==> run_1/metal_stack.png <==
Only two layers are drawn.
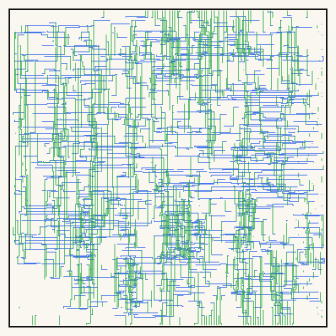
==> run_1/zoom.png <==
Window x 10 to 50, y 69 to 109 um. Cells in gray, sequential cells in the stronger gray; small squares are vias.
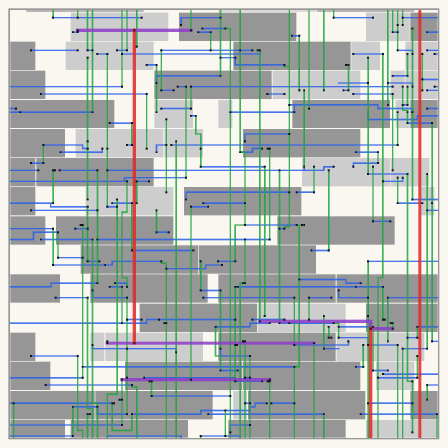
==> run_1/final_clocks.png <==
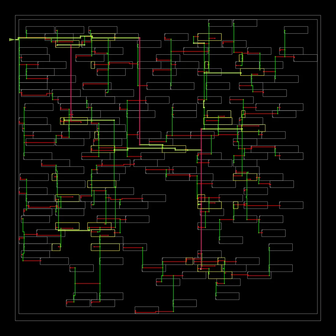
$ cat src/rtl/uart_ctrl_pkg.sv
// Shared definitions for the UART control sequencer: state encoding,
// UART register offsets, the "no RX byte" read value and byte strobes.
package uart_ctrl_pkg;

    typedef enum logic [2:0] {
        S_INIT = 3'd0,
        S_IDLE = 3'd1,
        S_DIV  = 3'd2,
        S_TX   = 3'd3,
        S_RX   = 3'd4
    } state_t;

    localparam logic [7:0]  UART_DIV_OFS  = 8'h04;
    localparam logic [7:0]  UART_DAT_OFS  = 8'h08;
    localparam logic [31:0] UART_RX_EMPTY = 32'hFFFF_FFFF;
    localparam logic [3:0]  WSTRB_WORD    = 4'hF;
    localparam logic [3:0]  WSTRB_BYTE0   = 4'h1;

    // Absolute bus address of a UART register.
    function automatic logic [31:0] uart_addr(input logic [31:0] base, input logic [7:0] ofs);
        return base + {24'h0, ofs};
    endfunction

endpackage

$ cat src/rtl/uart_ctrl_fifo.sv
// Small synchronous FIFO holding TX bytes until the sequencer writes them
// to the UART. head is the oldest entry and is valid whenever !empty.
module uart_ctrl_fifo #(
    parameter int WIDTH = 8,
    parameter int DEPTH = 8
) (
    input  logic                   clk,
    input  logic                   reset_n,
    input  logic                   push,
    input  logic [WIDTH-1:0]       push_data,
    input  logic                   pop,
    output logic                   full,
    output logic                   empty,
    output logic [$clog2(DEPTH):0] count,
    output logic [WIDTH-1:0]       head
);

    localparam int AW = $clog2(DEPTH);
    localparam logic [AW:0] FULL_CNT = (AW+1)'(DEPTH);

    logic [WIDTH-1:0] mem [DEPTH];
    logic [AW-1:0]    wr_ptr;
    logic [AW-1:0]    rd_ptr;
    logic [AW:0]      count_reg;
    logic             do_push;
    logic             do_pop;

    assign full    = (count_reg == FULL_CNT);
    assign empty   = (count_reg == '0);
    assign count   = count_reg;
    assign head    = mem[rd_ptr];
    assign do_push = push && !full;
    assign do_pop  = pop && !empty;

    // Storage array; contents need no reset because count gates visibility.
    always_ff @(posedge clk) begin
        if (do_push) begin
            mem[wr_ptr] <= push_data;
        end
    end

    // Pointers wrap naturally because DEPTH is a power of two.
    always_ff @(posedge clk or negedge reset_n) begin
        if (!reset_n) begin
            wr_ptr    <= '0;
            rd_ptr    <= '0;
            count_reg <= '0;
        end else begin
            if (do_push) wr_ptr <= wr_ptr + 1'b1;
            if (do_pop)  rd_ptr <= rd_ptr + 1'b1;
            case ({do_push, do_pop})
                2'b10:   count_reg <= count_reg + 1'b1;
                2'b01:   count_reg <= count_reg - 1'b1;
                default: count_reg <= count_reg;
            endcase
        end
    end

endmodule

$ cat src/rtl/uart_ctrl_seq.sv
// Bus master that owns the UART slave port: programs the baud divider after
// reset and on request, drains the TX FIFO into the data register, and polls
// the data register for RX bytes presented on a one-entry valid/ready stream.
module uart_ctrl_seq
    import uart_ctrl_pkg::*;
#(
    parameter logic [31:0] BASE_ADDR = 32'h0000_0000,
    parameter logic [31:0] INIT_DIV  = 32'd104,
    parameter int          TX_DEPTH  = 8,
    parameter int          POLL_GAP  = 16
) (
    input  logic        clk,
    input  logic        reset_n,
    input  logic [31:0] cfg_div,
    input  logic        cfg_div_load,
    input  logic        tx_valid,
    output logic        tx_ready,
    input  logic [7:0]  tx_data,
    output logic        rx_valid,
    input  logic        rx_ready,
    output logic [7:0]  rx_data,
    output logic        m_valid,
    input  logic        m_ready,
    output logic [31:0] m_addr,
    output logic [31:0] m_wdata,
    output logic [3:0]  m_wstrb,
    input  logic [31:0] m_rdata,
    output logic        busy
);

    localparam int          PW       = $clog2(POLL_GAP);
    localparam logic [PW-1:0] POLL_MAX = PW'(POLL_GAP - 1);
    localparam logic [31:0] DIV_ADDR = uart_addr(BASE_ADDR, UART_DIV_OFS);
    localparam logic [31:0] DAT_ADDR = uart_addr(BASE_ADDR, UART_DAT_OFS);

    state_t                   state;
    logic                     last_tx;
    logic [31:0]              div_val;
    logic                     div_pend;
    logic [PW-1:0]            poll_cnt;
    logic                     ready_en;
    logic                     fifo_full;
    logic                     fifo_empty;
    logic [$clog2(TX_DEPTH):0] fifo_count;
    logic [7:0]               fifo_head;
    logic                     fifo_push;
    logic                     fifo_pop;
    logic                     xfer_done;
    logic                     rx_elig;
    logic                     go_rx;

    assign xfer_done = m_valid && m_ready;
    assign tx_ready  = ready_en && !fifo_full;
    assign fifo_push = tx_valid && tx_ready;
    assign fifo_pop  = (state == S_TX) && xfer_done;
    // A poll is only allowed when the holding register can take the byte.
    assign rx_elig   = (poll_cnt >= POLL_MAX) && !rx_valid;
    // With both sides eligible, alternate so neither starves the other.
    assign go_rx     = rx_elig && (fifo_empty || last_tx);
    assign busy      = (state != S_IDLE) || (fifo_count != '0) || div_pend;

    uart_ctrl_fifo #(
        .WIDTH (8),
        .DEPTH (TX_DEPTH)
    ) u_fifo (
        .clk       (clk),
        .reset_n   (reset_n),
        .push      (fifo_push),
        .push_data (tx_data),
        .pop       (fifo_pop),
        .full      (fifo_full),
        .empty     (fifo_empty),
        .count     (fifo_count),
        .head      (fifo_head)
    );

    // tx_ready stays low during reset and rises on the first clock after release.
    always_ff @(posedge clk or negedge reset_n) begin
        if (!reset_n) ready_en <= 1'b0;
        else          ready_en <= 1'b1;
    end

    // Sequencer FSM with registered bus request; m_valid always drops for
    // at least one IDLE cycle after each completion.
    always_ff @(posedge clk or negedge reset_n) begin
        if (!reset_n) begin
            state   <= S_INIT;
            last_tx <= 1'b0;
            m_valid <= 1'b0;
            m_addr  <= '0;
            m_wdata <= '0;
            m_wstrb <= '0;
        end else begin
            case (state)
                S_INIT: begin
                    if (!m_valid) begin
                        m_valid <= 1'b1;
                        m_addr  <= DIV_ADDR;
                        m_wdata <= INIT_DIV;
                        m_wstrb <= WSTRB_WORD;
                    end else if (m_ready) begin
                        m_valid <= 1'b0;
                        state   <= S_IDLE;
                    end
                end
                S_IDLE: begin
                    if (div_pend) begin
                        m_valid <= 1'b1;
                        m_addr  <= DIV_ADDR;
                        m_wdata <= div_val;
                        m_wstrb <= WSTRB_WORD;
                        state   <= S_DIV;
                    end else if (go_rx) begin
                        m_valid <= 1'b1;
                        m_addr  <= DAT_ADDR;
                        m_wdata <= '0;
                        m_wstrb <= 4'h0;
                        state   <= S_RX;
                    end else if (!fifo_empty) begin
                        m_valid <= 1'b1;
                        m_addr  <= DAT_ADDR;
                        m_wdata <= {24'h0, fifo_head};
                        m_wstrb <= WSTRB_BYTE0;
                        state   <= S_TX;
                    end
                end
                S_DIV, S_TX, S_RX: begin
                    if (xfer_done) begin
                        m_valid <= 1'b0;
                        state   <= S_IDLE;
                        if (state == S_TX) last_tx <= 1'b1;
                        if (state == S_RX) last_tx <= 1'b0;
                    end
                end
                default: begin
                    m_valid <= 1'b0;
                    state   <= S_IDLE;
                end
            endcase
        end
    end

    // Divider request: latest pulse wins; a new pulse outranks the clear.
    always_ff @(posedge clk or negedge reset_n) begin
        if (!reset_n) begin
            div_val  <= '0;
            div_pend <= 1'b0;
        end else if (cfg_div_load) begin
            div_val  <= cfg_div;
            div_pend <= 1'b1;
        end else if ((state == S_DIV) && xfer_done) begin
            div_pend <= 1'b0;
        end
    end

    // Poll spacing counter: frozen during a poll, cleared when it completes.
    always_ff @(posedge clk or negedge reset_n) begin
        if (!reset_n) begin
            poll_cnt <= '0;
        end else if (state == S_RX) begin
            if (xfer_done) poll_cnt <= '0;
        end else if (poll_cnt != POLL_MAX) begin
            poll_cnt <= poll_cnt + 1'b1;
        end
    end

    // One-entry RX holding register; the all-ones read means no byte.
    always_ff @(posedge clk or negedge reset_n) begin
        if (!reset_n) begin
            rx_valid <= 1'b0;
            rx_data  <= '0;
        end else if ((state == S_RX) && xfer_done && (m_rdata != UART_RX_EMPTY)) begin
            rx_valid <= 1'b1;
            rx_data  <= m_rdata[7:0];
        end else if (rx_valid && rx_ready) begin
            rx_valid <= 1'b0;
        end
    end

endmodule

$ cat config.mk
export PLATFORM = sky130hd
export DESIGN_NAME = uart_ctrl_seq
export DESIGN_NICKNAME = d
export VERILOG_FILES = /design/src/rtl/uart_ctrl_pkg.sv /design/src/rtl/uart_ctrl_fifo.sv /design/src/rtl/uart_ctrl_seq.sv
export SDC_FILE = /design/constraint.sdc
export NUM_CORES = 1
export LEC_CHECK = 0
export CORE_UTILIZATION = 50
export CTS_CLUSTER_SIZE = 16
export DETAILED_ROUTE_END_ITERATION = 10
export PLACE_DENSITY_LB_ADDON = 0.05
export SYNTH_ARGS = -nofsm -noshare
export SYNTH_HDL_FRONTEND = slang
export SYNTH_SLANG_ARGS = --single-unit
$ cat constraint.sdc
create_clock -name clk -period 3.36 [get_ports clk]
set_clock_uncertainty 0.1 [all_clocks]
set_input_delay 0.672 -clock clk [delete_from_list [all_inputs] [get_ports clk]]
set_output_delay 0.672 -clock clk [all_outputs]
set_load 0.005 [all_outputs]
==> impl_metrics.env, run 1 <==
# yosys + openroad results
export IMPL_ys_area_mm2=0.00680
export IMPL_avgSynthCellArea_um2=15.3
export IMPL_fp_dieH_um=119
export IMPL_dieWidth_um=119
export IMPL_cts_max_level=4
export IMPL_cts_hold_buf=0
export IMPL_grt_pass1_wl_um=21600
export IMPL_rows=42
export IMPL_r2r_start="u_fifo.count[1]$_DFFE_PN0P_"
export IMPL_initial_core_util_pct=51.3
export IMPL_drt_pass1_iterations=4
export IMPL_drive_gt1_share_pct=18.9
export IMPL_postCtsSetupBuffers=0
export IMPL_area_leaders="dfrtp_1 (36%), edfxtp_1 (28%), mux2_2 (7.1%)"
export IMPL_outcome="finished clean"
export IMPL_drv_cap=0
export IMPL_largest_area_cell="dfrtp_1"
export IMPL_syn_area_mm2=0.00680
export IMPL_top_regs="u_fifo.mem: 64 flops, div_val: 32 flops, m_wdata: 32 flops"
export IMPL_xor_share_pct=1.29
export IMPL_crit_path_start_kind="flop"
export IMPL_hpwlAfterDp_um=8820
export IMPL_grt_max_degree=51
export IMPL_synthCells=443
export IMPL_peakVddDrop_mv=0.404
export IMPL_die_area_mm2=0.0141
export IMPL_io_buffers=127
export IMPL_ys_sh_aoi_pct=6.72
export IMPL_clk_latency_ns=0.41
export IMPL_worstPathMaxFanout=7
export IMPL_num_antenna_cells=0
export IMPL_drtIter0Drc=212
export IMPL_logic_area_mm2=0.00219
export IMPL_fin_crit_ns=2.82
export IMPL_hold_viol_final=0
export IMPL_layout_top_cell="clkdlybuf4s50_1"
export IMPL_max_flop_register="u_fifo.mem"
export IMPL_cpMaxStageDelayCell="or4b_1"
export IMPL_drc=0
export IMPL_clock_root_buffer="clkbuf_16"
export IMPL_final_cell_mix="clkdlybuf4s50_1 (126), dfrtp_1 (97), edfxtp_1 (64)"
export IMPL_ys_cells=443
export IMPL_logic_family="multiplexers"
## Picture notes: metal_stack.png
[met2] green | wire length: 6,780 um
[met1] blue | wire length: 5,680 um
Wirelength per Cell: 17.4 um
DR vias: 4,054
gr usage total: 20.4%
routed wire length: 13,400 um

## Picture notes: zoom.png
[met2] green
[met4] red
[met3] purple
[met1] blue
netlist names of flops here include: `u_fifo.mem` (24), `div_val` (1)
most frequent: edfxtp_1 (24), mux4_2 (8), mux2i_1 (4)
sequential cells in the window: 25
cells with their middle in the window: 49

## Picture notes: final_clocks.png
clock buffer count: 22
Clock Sink Count: 161

-- run 1: routing by layer --
layer / wire [um] / vias up / track usage (%)
met5: 0 / - / 0
met4: 198 / 0 / 9.18
met3: 700 / 12 / 4.49
met2: 6780 / 135 / 32.6
met1: 5680 / 2032 / 26.8
li1: - / 1875 / -
-- run 1: logic make-up (layout without fill, tap and decap cells) --
group | count (synthesis) | in the layout
XOR/XNOR | 10 | 10
other | 2 | 31
adder cells (fa/ha/maj) | 6 | 6
multiplexers | 72 | 72
AND/OR/NAND/NOR | 81 | 81
AND-OR/OR-AND | 54 | 54
buffers and inverters | 57 | 178
flip-flops | 161 | 161
-- run 1: through the flow --
stage               area (um2)  instances  power (mW)  setup slack (ns)
floorplan                 6910        472        3.85             0.808
global placement          8170        737        4.53             0.412
detailed placement        8170        737        4.59             0.379
CTS                       8750        769        6.50             0.518
global route              8750        769        6.77             0.413
finish                    8750        769        6.42             0.537
-- run 1: final timing paths --
check,end,slack [ns],cells after the start
max,tx_ready,0.54,3
min,m_wdata[26]$_DFFE_PN0P_,0.18,1
max reg2reg,u_fifo.count[2]$_DFFE_PN0P_,0.68,10
min reg2reg,m_wdata[31]$_DFFE_PN0P_,0.38,1
max in group asynchronous,state[2]$_DFFE_PN0P_,2.28,2
min in group clk,m_wdata[31]$_DFFE_PN0P_,0.38,1
-- run 1: power by group --
part	switching (mW)	total (mW)	internal, mW
Combinational	0.704	1.73	1.03
Clock	0.726	1.89	1.16
Sequential	0.376	2.80	2.42
Total	1.81	6.42	4.61
-- run 1: area by class of cell --
class	instances	area share (%)
Sequential cell	161	49.7
Multi-Input combinational cell	254	25.0
Timing Repair Buffer	142	15.9
Clock buffer	22	5.08
Tap cell	176	2.52
Clock inverter	10	1.54
Inverter	4	0.172
==> run_1/registers.png <==
Bar = 20 um.
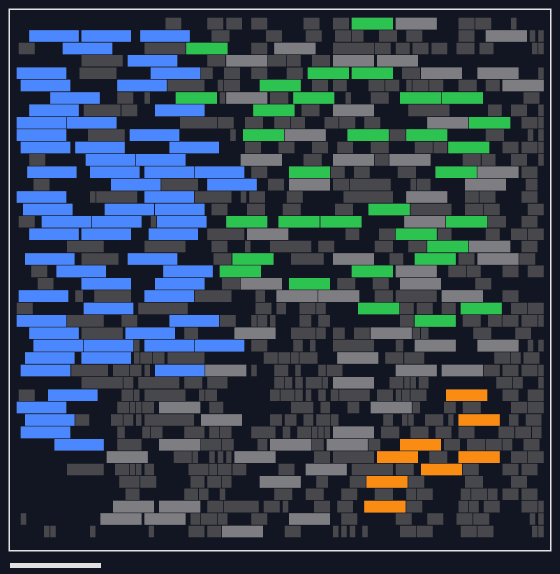

==> inputs of run 2 (changes only) <==
==> constraint.sdc (replaced) <==
create_clock -name clk -period 2.8 [get_ports clk]
set_clock_uncertainty 0.1 [all_clocks]
set_input_delay 0.56 -clock clk [delete_from_list [all_inputs] [get_ports clk]]
set_output_delay 0.56 -clock clk [all_outputs]
set_load 0.005 [all_outputs]
==> run_2/registers.png <==
Bar = 20 um.
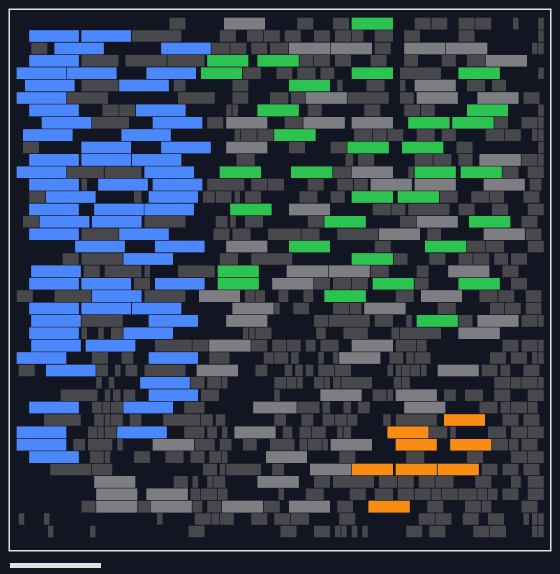
[`u_fifo.mem`] blue | sequential cells: 64
[`div_val`] green | sequential cells: 32
[`rx_data`] orange | sequential cells: 8 | where: lower right
not colored: 57
Seq power: 3.28 mW
fin util: 66.1%
FF+latch area: 0.00435 mm2
Seq/total area: 49.7%

==> impl_metrics.env, run 2 <==
# yosys + openroad results
export IMPL_max_flop_register="u_fifo.mem"
export IMPL_met3WireLength_um=628
export IMPL_rows=42
export IMPL_hold_viol_final=0
export IMPL_io_buffers=127
export IMPL_r2r_slack_ns=0.26
export IMPL_setup_ws_ns=0.0826
export IMPL_outcome="finished clean"
export IMPL_r2r_end="u_fifo.count[3]$_DFFE_PN0P_"
export IMPL_ys_area_mm2=0.00680
export IMPL_drv_cap=0
export IMPL_num_antenna_cells=0
export IMPL_clk_latency_ns=0.42
export IMPL_hpwlAfterDp_um=9170
export IMPL_largest_area_cell="dfrtp_1"
export IMPL_top_regs="u_fifo.mem: 64 flops, div_val: 32 flops, m_wdata: 32 flops"
export IMPL_top_layer="met4"
export IMPL_syn_area_mm2=0.00680
export IMPL_cts_hold_buf=0
export IMPL_r2r_start="u_fifo.count[1]$_DFFE_PN0P_"
export IMPL_synthCells=443
export IMPL_layout_top_cell="clkdlybuf4s50_1"
export IMPL_final_cell_mix="clkdlybuf4s50_1 (126), dfrtp_1 (96), edfxtp_1 (64)"
export IMPL_drc=0
export IMPL_cpMaxStageDelayCell="or4b_1"
==> run_2/metal_stack.png <==
Only two layers are drawn.
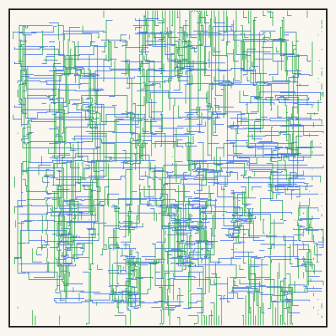
[met1] blue | wire length: 5,580 um
[met2] green | wire length: 6,780 um
DR vias: 4,103
routed wire length: 13,200 um
Wirelength per Cell: 17.0 um

run 2: cell count changes in the layout (fill, tap and decap cells not counted):
cell	before	now
buf_4	15	22
clkbuf_1	5	2
clkinv_1	1	4
bufinv_16	3	1
clkinv_2	2	4
clkinv_4	0	1
dfrtp_1	97	96
dfrtp_2	0	1
inv_6	1	0
run 2: report_power, final:
part | switching [mW] | internal [mW] | leakage [nW]
sequential | 0.375 | 2.91 | 1.76
combinational | 0.932 | 1.25 | 1.45
clock | 0.863 | 1.20 | 0.252
run 2: worst max-delay path, delay by kind of cell (launching register included):
kind | cells | cell delay, ns
buffers and inverters | 1 | 0.43
flip-flops | 1 | 0.47
AND/OR/NAND/NOR | 2 | 0.73
run 2: final cells by class:
class                   instances  area, um2  area share [%]
flip-flops and latches        161       4350            49.7
clock inverters                13       96.3            1.10
clock buffers                  19        433            4.95
well taps                     176        220            2.52
inverters                       4       15.0           0.172
multi-input cells             254       2190            25.0
repair buffers                149       1450            16.5
run 2: logic make-up (layout without fill, tap and decap cells):
logic type	Yosys count	in the layout	share of synthesized area [%]
flip-flops	161	161	64.0
AND/OR/NAND/NOR	81	81	6.94
multiplexers	72	72	14.4
buffers and inverters	57	185	5.41
AND-OR/OR-AND	54	54	6.72
XOR/XNOR	10	10	1.29
adder cells (fa/ha/maj)	6	6	1.10
other	2	31	0.110
run 2: timing repair:
action                     4_1_cts  5_1_grt
hold endpoints to repair         0        0
gates resized                    0        1
setup endpoints to repair        0        1
run 2: per-stage QoR:
| step | utilization, % | cells |
|---|---|---|
| after floorplan | - | 472 |
| after global placement | 62.1 | 744 |
| after detailed placement | 62.1 | 744 |
| after CTS | 66.1 | 776 |
| after global routing | 66.1 | 776 |
| final | 66.1 | 776 |
No activity file was given, so power comes from the tool's default toggle rates.
